`src/rtl/mac_rx_filter_pkg.sv`:
```
// Shared types and constants for the MAC RX frame filter.
// Build option: MAC_RX_FILTER_STATS_EN enables the statistics counters.
package mac_rx_filter_pkg;

  typedef enum logic [1:0] {
    ST_IDLE,
    ST_HOLD,
    ST_PASS,
    ST_DROP
  } state_t;

  localparam logic [47:0] BCAST_MAC = 48'hffff_ffff_ffff;

  // EtherType lives in wire bytes 12/13, i.e. lanes 4/5 of beat 1
  localparam int ETYPE_HI_BYTE = 4;
  localparam int ETYPE_LO_BYTE = 5;

  function automatic logic [15:0] beat1_etype(input logic [63:0] d);
    return {d[ETYPE_HI_BYTE*8 +: 8], d[ETYPE_LO_BYTE*8 +: 8]};
  endfunction

endpackage

```
`src/rtl/axis_fifo2.sv`:
```
// Two-entry AXI-Stream register FIFO (data/keep/last).
// Entry 0 is always the head; flush empties it in one cycle.
module axis_fifo2 (
  input  logic        clk,
  input  logic        rst,
  input  logic        push,
  input  logic        pop,
  input  logic        flush,
  input  logic [63:0] in_data,
  input  logic [7:0]  in_keep,
  input  logic        in_last,
  output logic [63:0] out_data,
  output logic [7:0]  out_keep,
  output logic        out_last,
  output logic [1:0]  count
);

  logic [63:0] d0, d1;
  logic [7:0]  k0, k1;
  logic        l0, l1;
  logic        pop_ok;
  logic        push_ok;

  assign pop_ok  = pop && (count != 2'd0);
  assign push_ok = push && ((count != 2'd2) || pop_ok);

  always_ff @(posedge clk or posedge rst) begin
    if (rst) begin
      d0    <= '0;
      d1    <= '0;
      k0    <= '0;
      k1    <= '0;
      l0    <= 1'b0;
      l1    <= 1'b0;
      count <= 2'd0;
    end else if (flush) begin
      count <= 2'd0;
    end else begin
      unique case ({push_ok, pop_ok})
        2'b10: begin
          if (count == 2'd0) begin
            d0 <= in_data;
            k0 <= in_keep;
            l0 <= in_last;
          end else begin
            d1 <= in_data;
            k1 <= in_keep;
            l1 <= in_last;
          end
          count <= count + 2'd1;
        end
        2'b01: begin
          d0    <= d1;
          k0    <= k1;
          l0    <= l1;
          count <= count - 2'd1;
        end
        2'b11: begin
          if (count == 2'd1) begin
            d0 <= in_data;
            k0 <= in_keep;
            l0 <= in_last;
          end else begin
            d0 <= d1;
            k0 <= k1;
            l0 <= l1;
            d1 <= in_data;
            k1 <= in_keep;
            l1 <= in_last;
          end
        end
        default: ;
      endcase
    end
  end

  assign out_data = d0;
  assign out_keep = k0;
  assign out_last = l0;

endmodule

```
`src/rtl/mac_rx_frame_filter.sv`:
```
// RX frame filter: forwards unicast/broadcast frames with accepted EtherType.
// Build option: MAC_RX_FILTER_STATS_EN implements pass/drop counters.
module mac_rx_frame_filter #(
  parameter bit          ACCEPT_BCAST = 1'b1,
  parameter logic [15:0] ETYPE_A      = 16'h0800,
  parameter logic [15:0] ETYPE_B      = 16'h0806,
  parameter int          CNT_W        = 32
) (
  input  logic             clk156,
  input  logic             areset,
  input  logic [47:0]      cfg_local_mac,
  input  logic             s_axis_tvalid,
  output logic             s_axis_tready,
  input  logic             s_axis_tlast,
  input  logic [7:0]       s_axis_tkeep,
  input  logic [63:0]      s_axis_tdata,
  output logic             m_axis_tvalid,
  input  logic             m_axis_tready,
  output logic             m_axis_tlast,
  output logic [7:0]       m_axis_tkeep,
  output logic [63:0]      m_axis_tdata,
  output logic [CNT_W-1:0] stat_pass_cnt,
  output logic [CNT_W-1:0] stat_drop_cnt
);

  import mac_rx_filter_pkg::*;

  state_t      state_q, state_d;
  logic [1:0]  fifo_cnt;
  logic        fifo_empty;
  logic        rdy_c;
  logic        hs_c;
  logic        s_hs;
  logic        push;
  logic        pop;
  logic        flush;
  logic        pass_evt;
  logic        drop_evt;
  logic        dst_hit_now;
  logic        dst_hit_q;
  logic [15:0] etype;
  logic        frame_ok;

  assign fifo_empty    = (fifo_cnt == 2'd0);
  assign s_axis_tready = rdy_c & ~areset;
  assign s_hs          = s_axis_tvalid & s_axis_tready;
  assign pop           = m_axis_tvalid & m_axis_tready;

  assign dst_hit_now = (s_axis_tdata[47:0] == cfg_local_mac) ||
                       (ACCEPT_BCAST && (s_axis_tdata[47:0] == BCAST_MAC));
  assign etype    = beat1_etype(s_axis_tdata);
  assign frame_ok = dst_hit_q && ((etype == ETYPE_A) || (etype == ETYPE_B));

  // destination match is latched with beat 0, judged with beat 1
  always_ff @(posedge clk156 or posedge areset) begin
    if (areset) begin
      dst_hit_q <= 1'b0;
    end else if ((state_q == ST_IDLE) && s_hs) begin
      dst_hit_q <= dst_hit_now;
    end
  end

  always_ff @(posedge clk156 or posedge areset) begin
    if (areset) begin
      state_q <= ST_IDLE;
    end else begin
      state_q <= state_d;
    end
  end

  always_comb begin
    state_d = state_q;
    unique case (state_q)
      ST_IDLE: begin
        if (s_hs && !s_axis_tlast) state_d = ST_HOLD;
      end
      ST_HOLD: begin
        if (s_hs) begin
          if (s_axis_tlast) state_d = ST_IDLE;
          else if (frame_ok) state_d = ST_PASS;
          else state_d = ST_DROP;
        end
      end
      ST_PASS, ST_DROP: begin
        if (s_hs && s_axis_tlast) state_d = ST_IDLE;
      end
      default: state_d = ST_IDLE;
    endcase
  end

  always_comb begin
    rdy_c    = 1'b0;
    hs_c     = 1'b0;
    push     = 1'b0;
    flush    = 1'b0;
    pass_evt = 1'b0;
    drop_evt = 1'b0;
    unique case (state_q)
      ST_IDLE: rdy_c = fifo_empty;
      ST_HOLD: rdy_c = 1'b1;
      ST_PASS: rdy_c = ~fifo_cnt[1];
      ST_DROP: rdy_c = 1'b1;
      default: rdy_c = 1'b0;
    endcase
    hs_c = s_axis_tvalid & rdy_c;
    unique case (state_q)
      ST_IDLE: begin
        if (hs_c && s_axis_tlast) drop_evt = 1'b1;
        else if (hs_c) push = 1'b1;
      end
      ST_HOLD: begin
        if (hs_c && frame_ok) begin
          push     = 1'b1;
          pass_evt = 1'b1;
        end else if (hs_c) begin
          flush    = 1'b1;
          drop_evt = 1'b1;
        end
      end
      ST_PASS: push = hs_c;
      default: ;
    endcase
    m_axis_tvalid = ~fifo_empty & (state_q != ST_HOLD);
  end

  axis_fifo2 u_fifo (
    .clk      (clk156),
    .rst      (areset),
    .push     (push),
    .pop      (pop),
    .flush    (flush),
    .in_data  (s_axis_tdata),
    .in_keep  (s_axis_tkeep),
    .in_last  (s_axis_tlast),
    .out_data (m_axis_tdata),
    .out_keep (m_axis_tkeep),
    .out_last (m_axis_tlast),
    .count    (fifo_cnt)
  );

`ifdef MAC_RX_FILTER_STATS_EN
  logic [CNT_W-1:0] pass_cnt;
  logic [CNT_W-1:0] drop_cnt;

  // saturating: a stuck-at-max counter beats a wrapped one
  always_ff @(posedge clk156 or posedge areset) begin
    if (areset) begin
      pass_cnt <= '0;
      drop_cnt <= '0;
    end else begin
      if (pass_evt && (pass_cnt != '1)) pass_cnt <= pass_cnt + 1'b1;
      if (drop_evt && (drop_cnt != '1)) drop_cnt <= drop_cnt + 1'b1;
    end
  end

  assign stat_pass_cnt = pass_cnt;
  assign stat_drop_cnt = drop_cnt;
`else
  logic unused_evt;

  assign unused_evt    = pass_evt ^ drop_evt;
  assign stat_pass_cnt = '0;
  assign stat_drop_cnt = '0;
`endif

endmodule

```
`config.mk`:
```
export PLATFORM = sky130hd
export DESIGN_NAME = mac_rx_frame_filter
export DESIGN_NICKNAME = d
export VERILOG_FILES = /design/src/rtl/mac_rx_filter_pkg.sv /design/src/rtl/axis_fifo2.sv /design/src/rtl/mac_rx_frame_filter.sv
export SDC_FILE = /design/constraint.sdc
export NUM_CORES = 1
export LEC_CHECK = 0
export CAP_MARGIN = 20
export CORE_MARGIN = 2
export CORE_UTILIZATION = 42
export DETAILED_ROUTE_END_ITERATION = 16
export GPL_TIMING_DRIVEN = 0
export PLACE_DENSITY_LB_ADDON = 0.3
export SYNTH_ARGS = -nofsm -noshare
export SYNTH_HDL_FRONTEND = slang
export SYNTH_HIERARCHICAL = 1
export SYNTH_SLANG_ARGS = --single-unit
```
`constraint.sdc`:
```
create_clock -name clk156 -period 5.13 [get_ports clk156]
set_input_delay 1.026 -clock clk156 [delete_from_list [all_inputs] [get_ports clk156]]
set_output_delay 1.026 -clock clk156 [all_outputs]
set_load 0.005 [all_outputs]
```
==> impl_metrics.json, run 1 <==
{
  "die_y_um": 140,
  "synthMuxAreaShare_pct": 20.4,
  "grt_pass1_wl_um": 34000,
  "buffer_area_share_pct": 25.4,
  "cts_buffers": 17,
  "powerDensity_nw_per_um2": 523,
  "nWellTaps": 229,
  "postCtsHoldBufs": 0,
  "diodes": 0,
  "finalSetupViolCount": 0,
  "xor_share_pct": 5.86,
  "gr-total-overflow": 0,
  "io_buffers": 199,
  "hpwl_um": 16600,
  "crit_slowest_cell": "clkdlybuf4s50_1",
  "pg_seq_mw": 2.11,
  "comb_cells": 482,
  "ff_count": 151,
  "clk_share_pct": 5.33,
  "total_power_mw": 5.67,
  "synthTopCellsByCount": "dfrtp_1, a21oi_1, nor2_1",
  "vdd_ir_drop_max_v": 0.000262,
  "slew_viol_final": 0,
  "min_path_cells": 1,
  "dp.cells": 1165,
  "maxUsedRoutingLayer": "met4",
  "wl_met2_um": 10700,
  "area_delta_synth_final_pct": 40.5,
  "intPower_mw": 3.87,
  "synth_cells": 673,
  "cts_root_buf": "clkbuf_16",
  "most_common_cell": "dfrtp_1",
  "finalInstanceArea_um2": 10900,
  "status": "finished clean",
  "drive_gt1_share_pct": 20.7,
  "gp_congestion": 0.822,
  "fin_ws_ns": 1.56,
  "fill_cells": 1546,
  "ys_cells": 673,
  "ys_top_logic_family": "multiplexers",
  "chipArea_um2": 19500,
  "cts_tree": "yes",
  "critPathBufInv": 3,
  "drt-total-wl_um": 22200,
  "grt_pass1_vias": 6048,
  "grt_max_degree": 77,
  "top_area_share_pct": 48.9,
  "synth-edff-count": 0,
  "cp.depth": 10,
  "rr_endpoint": "u_fifo/out_data[39]",
  "nets": 1083
}
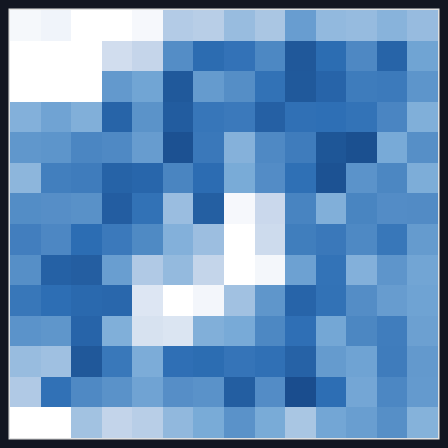
**Above:** run 1 (placement density heat map).
The die is cut into 14 by 14 equal tiles; white is low, dark blue is high, 0 to 100% covered.
fullest tile	88%
tiles over 75% full	16%
mean over tiles	54%
emptiest ninth of the die	upper left
nearly empty tiles	6.6%
Final Core Density: 60.2%
total core area: 18000 um^2

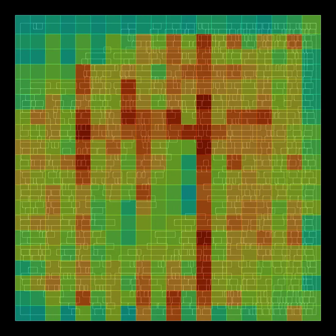
**Above:** run 1 (congestion heat map).
met1 usage: 28.9%
GRT Overall Usage: 22.7%
met3 GRT Util: 8.02%
gr busiest metal: met2
GR met2 Demand/Resource: 37.5%

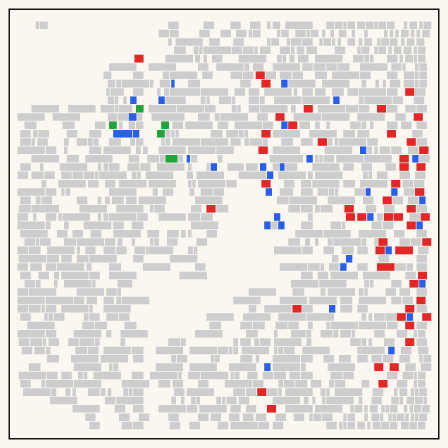
**Above:** run 1 (logic cells by family).
family	colour	cells
XOR/XNOR gates	red	50
NAND gates	blue	34
AND-OR and OR-AND gates	green	5
Final Non-Filler Cells: 1197
Commonest Layout Cell: clkdlybuf4s50_1
combinational share of cell area: 31.5%

**Run 1: metal 2**

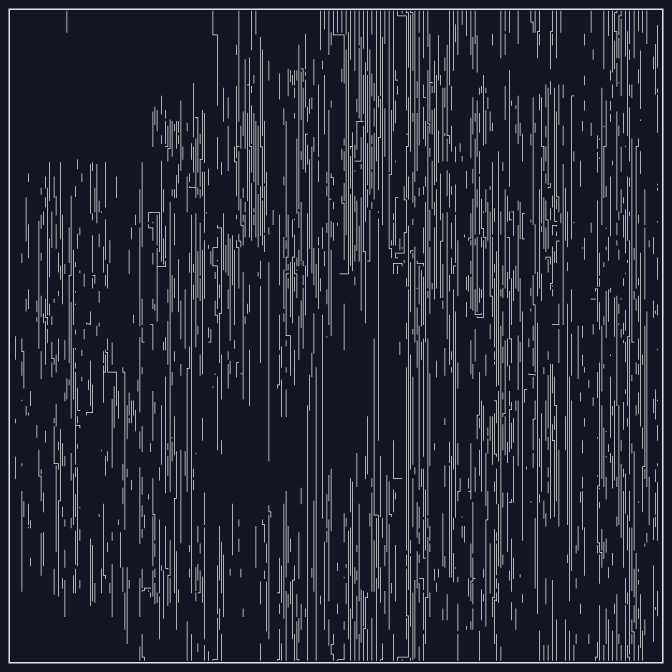

--- run 2 (diff from run 1) ---
CORE_UTILIZATION = 46   (was 42)
clock period = 3.6 ns   (was 5.13 ns; I/O delays follow)
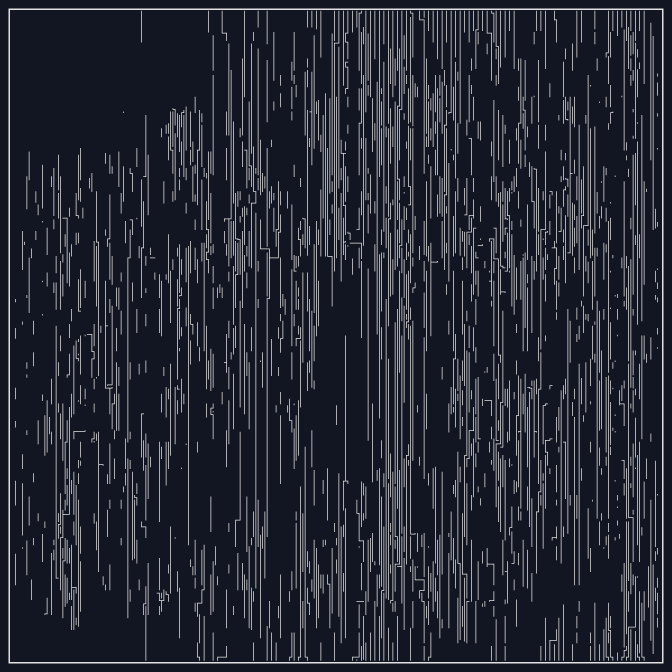
**Above:** run 2 (metal 2).
main direction	vertical
share of all routed wire	49%
nets with wire on the layer	956
wire length on this layer	10400 um
final WL: 21400 um
GR met2 Demand/Resource: 40.0%

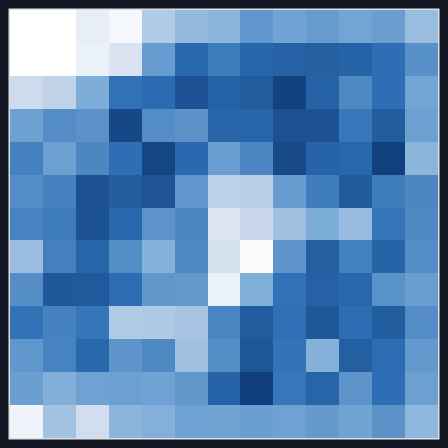
**Above:** run 2 (placement density heat map).
The die is cut into 13 by 13 equal tiles; white is low, dark blue is high, 0 to 100% covered.
emptiest ninth of the die	upper left
tiles over 75% full	30%
nearly empty tiles	2.4%
fullest tile	94%
Pre-Place Util: 46.7%
Final Core Density: 66.0%
total core area: 16500 um^2

==> impl_metrics.json, run 2 <==
{
  "regArea_um2": 3780,
  "synthMuxAreaShare_pct": 20.4,
  "ys_top_logic_family": "multiplexers",
  "ff_count": 151,
  "postCtsHoldBufs": 0,
  "die_y_um": 134,
  "comb_share_pct": 31.4,
  "timing.slew.headroom_pct": 39.1,
  "drive_gt1_share_pct": 21.1,
  "crit_slowest_cell": "clkdlybuf4s50_1",
  "gp_congestion": 0.813,
  "gr-total-overflow": 0,
  "cts_tree": "yes",
  "synth-edff-count": 0,
  "fin_ws_ns": 0.430,
  "ys_cells": 673,
  "timing.fmax_mhz": 315,
  "cts_buffers": 17,
  "hold_path_class": "reg -> reg",
  "ff_type": "dfrtp_1",
  "synth_cell_types": 34,
  "grt_pass1_vias": 6037,
  "clk_share_pct": 5.57,
  "intPower_mw": 5.57,
  "finalInstanceArea_um2": 10900,
  "total_power_mw": 8.15,
  "pg_seq_mw": 3.01,
  "xor_share_pct": 5.86,
  "vdd_ir_drop_max_v": 0.000431,
  "dp.cells": 1158,
  "switching_share_pct": 31.7,
  "diodes": 1,
  "powerDensity_nw_per_um2": 747,
  "cp.depth": 10,
  "cpPeakStageDelay_ns": 0.60,
  "setup_tns_ns": 0,
  "comb_cells": 482,
  "finalSetupViolCount": 0,
  "chipArea_um2": 17800,
  "synthTopCellsByCount": "dfrtp_1, a21oi_1, nor2_1",
  "area_delta_synth_final_pct": 41.1,
  "cts_root_buf": "clkbuf_16",
  "drt-initial-drc-count": 489,
  "buffer_area_share_pct": 25.6,
  "cpLargestDelayFamily": "buffers and inverters",
  "n_all_inverters": 7,
  "dr.pass1.iters": 4,
  "fin_cells": 1191,
  "min_path_cells": 1,
  "top_usage_layer": "met2",
  "hpwl_um": 16300,
  "grt_pass1_wl_um": 33100,
  "pre_cts_ws_ns": -0.0238,
  "synth_cells": 673,
  "detail-route-antenna-nets": 0,
  "grt_max_degree": 41,
  "fill_cells": 1307,
  "final_common_cell": "clkdlybuf4s50_1",
  "io_buffers": 199,
  "maxUsedRoutingLayer": "met4",
  "slew_viol_final": 0,
  "combPwrFrac_pct": 40.7,
  "top_area_share_pct": 48.9,
  "nWellTaps": 220,
  "nets": 1085,
  "critPathBufInv": 3,
  "synthSimpleGateAreaFrac_pct": 8.16,
  "rr_endpoint": "u_fifo/out_data[40]",
  "most_common_cell": "dfrtp_1",
  "status": "finished clean",
  "wl_met2_um": 10400,
  "hold_ws_ns": 0.492,
  "die_x_um": 134,
  "startpoint_type": "input pin",
  "fin_skew_ns": 0.00859,
  "top_cells_by_area": "dfrtp_1, mux2_2, mux2i_1, buf_4, xnor2_1"
}
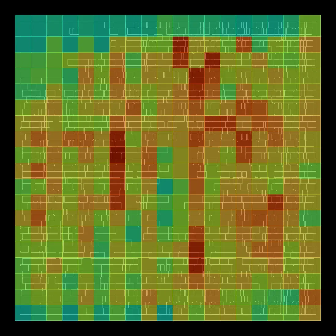
**Above:** run 2 (congestion heat map).
GRT Overall Usage: 24.5%
routed len/inst: 18.0 um
met1 usage: 30.9%
met3 GRT Util: 8.22%

